==> run_1/route_heat.png <==
Drawn at 2 px/um. The die is cut into 32 by 32 equal tiles; dark blue is low, red is high, scaled to the fullest tile. Values are wire area over tile area, all layers added.
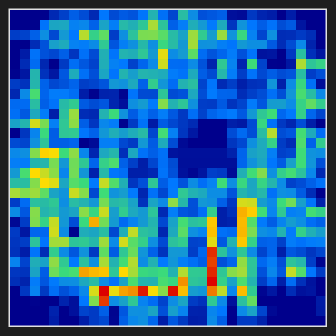
==> run_1/congestion_map.png <==
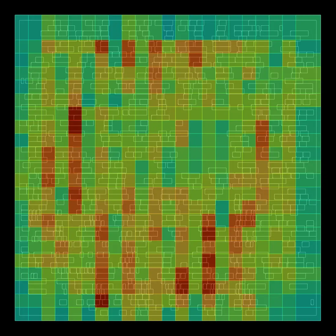
==> run_1/pinout.png <==
Drawn at 3 px/um. Pins as bars across the die edge, other pins in grey.
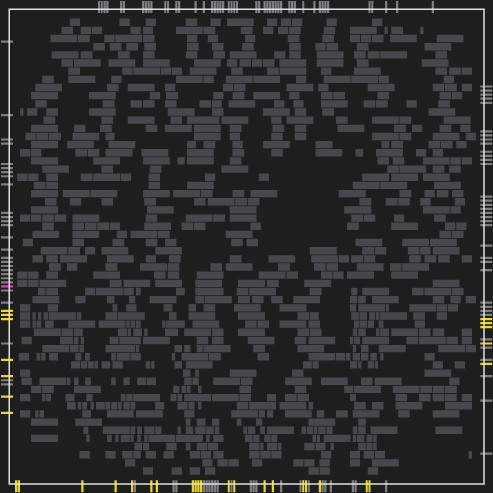
==> run_1/m2.png <==
Drawn at 3 px/um.
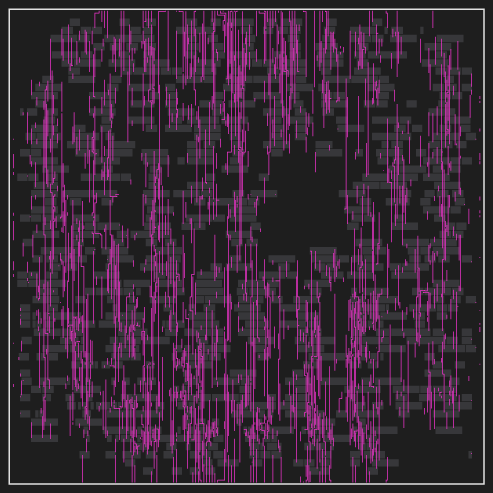
==> config.mk <==
export PLATFORM = sky130hd
export DESIGN_NAME = if_fetch
export DESIGN_NICKNAME = d
export VERILOG_FILES = /design/src/rtl/if_fetch.sv
export SDC_FILE = /design/constraint.sdc
export NUM_CORES = 1
export LEC_CHECK = 0
export ABC_AREA = 0
export CAP_MARGIN = 10
export CORE_MARGIN = 2
export CORE_UTILIZATION = 36
export DETAILED_ROUTE_END_ITERATION = 10
export GPL_ROUTABILITY_DRIVEN = 1
export HOLD_SLACK_MARGIN = 0.12
export PLACE_DENSITY_LB_ADDON = 0.08
export SLEW_MARGIN = 0
export SYNTH_ARGS = -nofsm -noshare
export SYNTH_HDL_FRONTEND = slang
export SYNTH_SLANG_ARGS = --single-unit
==> constraint.sdc <==
create_clock -name clk -period 6.8 [get_ports clk]
set_input_delay 1.36 -clock clk [delete_from_list [all_inputs] [get_ports clk]]
set_output_delay 1.36 -clock clk [all_outputs]
set_load 0.01 [all_outputs]
==> src/rtl/if_fetch.sv <==
// Instruction-fetch initiator for the IF stage.
// Owns the program counter, issues word addresses to a synchronous-read
// instruction memory (one-cycle latency), pairs each returned word with the
// PC that produced it, and hands (pc, instr) beats to decode over a
// valid/ready handshake. A 2-entry buffer holds words already in flight when
// decode stalls, so no read is ever lost or repeated.
module if_fetch #(
  parameter logic [31:0] RESET_PC = 32'h0000_0000
) (
  input  logic        clk,
  input  logic        rst,
  // Instruction memory request/response
  output logic [31:0] imem_addr,
  input  logic [31:0] imem_instr,
  // Redirect from branch/jump resolution
  input  logic        redirect_valid,
  input  logic [31:0] redirect_pc,
  // Beats to decode
  output logic        out_valid,
  input  logic        out_ready,
  output logic [31:0] out_pc,
  output logic [31:0] out_instr
);

  // ---------------------------------------------------------------------------
  // State
  // ---------------------------------------------------------------------------
  // Next PC to be issued; drives the memory address directly.
  logic [31:0] r_fetch_pc;
  // Request issued at the previous edge; its data is on imem_instr now.
  logic        r_infl_v;
  logic [31:0] r_infl_pc;
  // Two-entry circular buffer of fetched beats.
  logic [31:0] r_fifo_pc    [2];
  logic [31:0] r_fifo_instr [2];
  logic        r_head;
  logic [1:0]  r_occ;

  // ---------------------------------------------------------------------------
  // Combinational control
  // ---------------------------------------------------------------------------
  logic        w_pop;
  logic        w_push;
  logic        w_issue;
  logic [2:0]  w_level;
  logic        w_wr_idx;
  logic [1:0]  w_occ_nxt;
  logic [31:0] w_redirect_pc;
  logic [31:0] w_fetch_pc_inc;

  assign out_valid = (r_occ != 2'd0);
  assign out_pc    = r_fifo_pc[r_head];
  assign out_instr = r_fifo_instr[r_head];
  assign imem_addr = r_fetch_pc;

  assign w_pop  = out_valid & out_ready;
  assign w_push = r_infl_v;

  // Slots that will be committed after this edge if nothing new is issued.
  // Pop only happens with occ >= 1, so this never underflows.
  assign w_level = {1'b0, r_occ} + {2'b00, r_infl_v} - {2'b00, w_pop};

  // Only issue if the returning word is guaranteed a free slot next edge.
  assign w_issue = (w_level <= 3'd1);

  // Tail slot: head when empty, the other slot when one entry is held.
  // A push never coincides with occ == 2, so that case needs no slot.
  assign w_wr_idx = r_head ^ r_occ[0];

  assign w_redirect_pc  = {redirect_pc[31:2], 2'b00};
  assign w_fetch_pc_inc = r_fetch_pc + 32'd4;

  // Next occupancy for the normal (non-redirect) path.
  always_comb begin
    w_occ_nxt = r_occ;
    unique case ({w_push, w_pop})
      2'b10:   w_occ_nxt = r_occ + 2'd1;
      2'b01:   w_occ_nxt = r_occ - 2'd1;
      default: w_occ_nxt = r_occ;
    endcase
  end

  // ---------------------------------------------------------------------------
  // Request side: PC and in-flight tracking
  // ---------------------------------------------------------------------------
  // Advance the PC on issue; a redirect reloads it and drops the in-flight read.
  always_ff @(posedge clk or posedge rst) begin
    if (rst) begin
      r_fetch_pc <= RESET_PC;
      r_infl_v   <= 1'b0;
      r_infl_pc  <= 32'd0;
    end else if (redirect_valid) begin
      r_fetch_pc <= w_redirect_pc;
      r_infl_v   <= 1'b0;
    end else if (w_issue) begin
      r_fetch_pc <= w_fetch_pc_inc;
      r_infl_v   <= 1'b1;
      r_infl_pc  <= r_fetch_pc;
    end else begin
      r_infl_v   <= 1'b0;
    end
  end

  // ---------------------------------------------------------------------------
  // Response side: beat buffer
  // ---------------------------------------------------------------------------
  // Capture the returning word and retire accepted beats; redirect empties it.
  // A beat popped on the redirect edge is still delivered to decode.
  always_ff @(posedge clk or posedge rst) begin
    if (rst) begin
      r_fifo_pc[0]    <= 32'd0;
      r_fifo_pc[1]    <= 32'd0;
      r_fifo_instr[0] <= 32'd0;
      r_fifo_instr[1] <= 32'd0;
      r_head          <= 1'b0;
      r_occ           <= 2'd0;
    end else if (redirect_valid) begin
      r_occ <= 2'd0;
    end else begin
      if (w_push) begin
        r_fifo_pc[w_wr_idx]    <= r_infl_pc;
        r_fifo_instr[w_wr_idx] <= imem_instr;
      end
      if (w_pop) begin
        r_head <= ~r_head;
      end
      r_occ <= w_occ_nxt;
    end
  end

endmodule
==> Slide: Implementation Results, run 1 <==
Flow Results at a Glance

Floorplanning
  • CORE AREA: ~23000 um^2
  • Well Taps: between 300 and 400
  • Die Size: about 25000 um^2
  • IO Count: between 150 and 200

Critical path
  • Reg2Reg Depth: 9
  • Startpoint Class: primary input
  • Crit-path leading delay family: simple AND/OR/NAND/NOR gates
  • CP Class: primary input to flip-flop
  • Crit path DAT: about 5000 ps
  • Worst path depth: 10
  • Reg2Reg Launch Point: r_occ[1]

Final timing
  • Relative slew slack: between 20% and 30%

Logic synthesis
  • Synth Cell Area: roughly 8500 um^2
  • YS warnings: 0
  • Count leader, synth: mux2_2
  • Dominant flop cell: dfrtp_1
  • Simple-Gate Area Share: under 10%
  • Yosys stat chip area: 8510 um^2
  • Seq/Total Area, Yosys: a little under three fifths
  • Adders+Majority by Area: 0.529%
  • Flip-flops with a built-in enable: 0
  • Post-synthesis average cell area: about 13 um^2
  • Ys cells: around 640

Clock tree
  • CTS Buf Count: 17
  • H-Tree Depth: 4
  • Post-CTS Hold Buffers: 0

Layout
  • Sequential cell area: around 4700 um^2
  • Fin util: about 47%
  • Biggest register: r_fifo_instr
  • Most frequent logic cell in the layout: mux2_2
  • Comb gates: roughly 400
  • Non-clock buffer count: about 160
  • Clkbuf count: 17
  • Inverters: 6
  • Fillers: roughly 2100
  • Inserted Diodes: 0
  • Largest registers: r_fifo_instr (64), r_fifo_pc (60)

Power
  • Power in the clock group: 0.000992 W
  • Total combinational power: around 0.0019 W
  • Design Power: about 0.0047 W
  • Top power group: combinational cells
  • Peak supply drop: around 0.00019 V

Routing
  • # DRC: 0
  • Via-per-instance ratio: 5.04
  • Iteration tally of the first detailed-router pass: 4

Global routing
  • Grt ovf: 0
  • First-pass GRT wire length: 31300 um
  • Initial antenna violation count: 0

Place
  • Routability cong.: about 0.78

Worst hold path
  • Worst hold start: r_fifo_instr[31]

Flow run
  • Max-cap viol count: 0

Status
  • Run status: finished clean
-- route_heat.png (at the start) --
mean over tiles: 0.13
tiles over half the peak: 13%
nearly empty tiles: 8.6%
fullest tile: 0.45
Via Count: 5586
Tot GR Track Use: 16.3%
DRT Wirelength: 20000 um

-- congestion_map.png (at the start) --
WL/cell: 18.0 um
met1 usage: 20.2%
met2 GRT Util: 28.1%

-- pinout.png (at the start) --
[yellow] redirect_pc | pins: 32 | direction: input | edge: 20 bottom, 7 left, 5 right
[magenta] out_valid | pins: 1 | direction: output | edge: left
all pins by edge: 48 top, 42 bottom, 40 right, 35 left
Port Buffers: 158
die width: 158 um
die height: 158 um

-- m2.png (at the start) --
share of all routed wire: 51%
nets with wire on the layer: 769

==> run 2, diff against run 1 <==
==> constraint.sdc (replaced) <==
create_clock -name clk -period 3.72 [get_ports clk]
set_input_delay 0.744 -clock clk [delete_from_list [all_inputs] [get_ports clk]]
set_output_delay 0.744 -clock clk [all_outputs]
set_load 0.01 [all_outputs]
==> Slide: Implementation Results, run 2 <==
Flow Results at a Glance

Status
  • Run status: finished clean (unchanged)

Critical path
  • Reg2Reg Launch Point: r_occ[0] (was r_occ[1])
  • Crit-path leading delay family: simple AND/OR/NAND/NOR gates (unchanged)
  • CP Class: primary input to flip-flop (unchanged)
  • Worst path depth: 11 (was 10)

Routing
  • Iteration tally of the first detailed-router pass: 4 (unchanged)
  • # DRC: 0 (unchanged)
  • Via-per-instance ratio: 5.03 (was 5.04)

Logic synthesis
  • Flip-flops with a built-in enable: 0 (unchanged)
  • Yosys stat chip area: 8510 um^2 (unchanged)
  • Synth Cell Area: 8510 um^2 (unchanged)
  • Dominant flop cell: dfrtp_1 (unchanged)
  • Ys cells: 635 (unchanged)
  • Adders+Majority by Area: 0.529% (unchanged)
  • Count leader, synth: mux2_2 (unchanged)
  • YS warnings: 0 (unchanged)

Clock tree
  • CTS Buf Count: 17 (unchanged)
  • H-Tree Depth: 4 (unchanged)

Layout
  • Fillers: 2080 (was 2096)
  • Inverters: 6 (unchanged)
  • Fin util: 48.1% (was 46.9%)
  • Sequential cell area: 4710 um^2 (unchanged)
  • Clkbuf count: 21 (was 17)
  • Non-clock buffer count: 189 (was 162)
  • Largest registers: r_fifo_instr (64), r_fifo_pc (60) (unchanged)

Floorplanning
  • Die Size: 24900 um^2 (unchanged)
  • IO Count: 165 (unchanged)
  • Well Taps: 319 (unchanged)
  • Die height: 158 um (unchanged)
  • Die width: 158 um (unchanged)

Global routing
  • Met1 usage: 21.0% (was 20.2%)
  • First-pass GRT wire length: 32400 um (was 31300 um)
  • Initial antenna violation count: 0 (unchanged)

Power
  • Power in the clock group: 0.00189 W (was 0.000992 W)
  • Top power group: combinational cells (unchanged)
  • Peak supply drop: 0.000399 V (was 0.000190 V)
  • Total combinational power: 0.00352 W (was 0.00187 W)

Place
  • Routability cong.: 0.754 (was 0.780)

Final timing
  • Relative slew slack: 44.5% (was 29.7%)
==> run_2/congestion_map.png <==
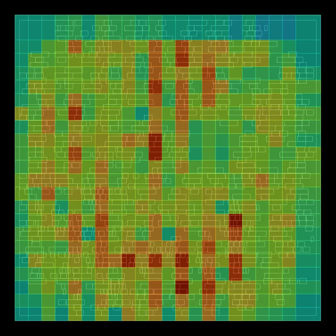
Tot GR Track Use: 16.9%
WL/cell: 17.9 um

==> run_2/m2.png <==
Drawn at 3 px/um.
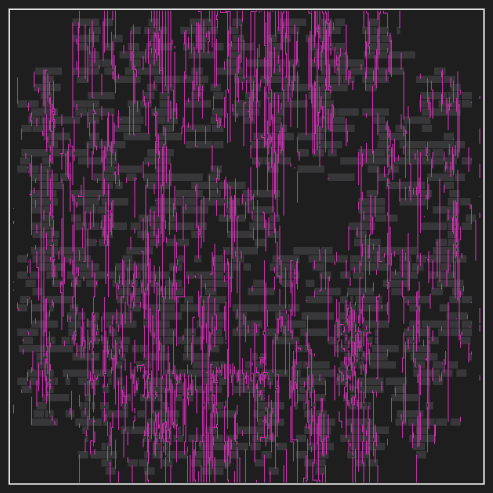
share of all routed wire: 50%
wire length on this layer: 10200 um
main direction: vertical
nets with wire on the layer: 790
Via Count: 5715
DRT Wirelength: 20300 um
met2 GRT Util: 28.4%

==> run_2/m3.png <==
Drawn at 3 px/um.
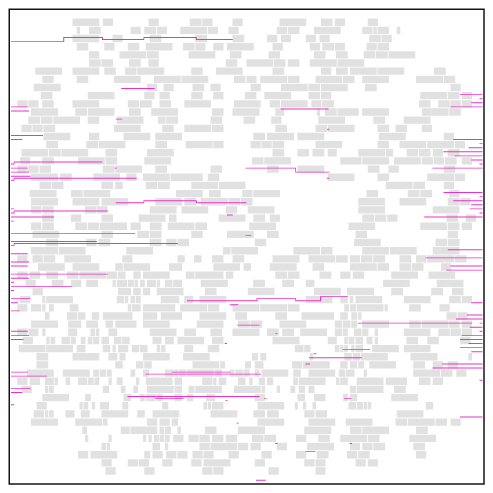
wire length on this layer: 1120 um
nets with wire on the layer: 87
met3 global-route usage: 4.54%

No activity file was given, so power comes from the tool's default toggle rates.
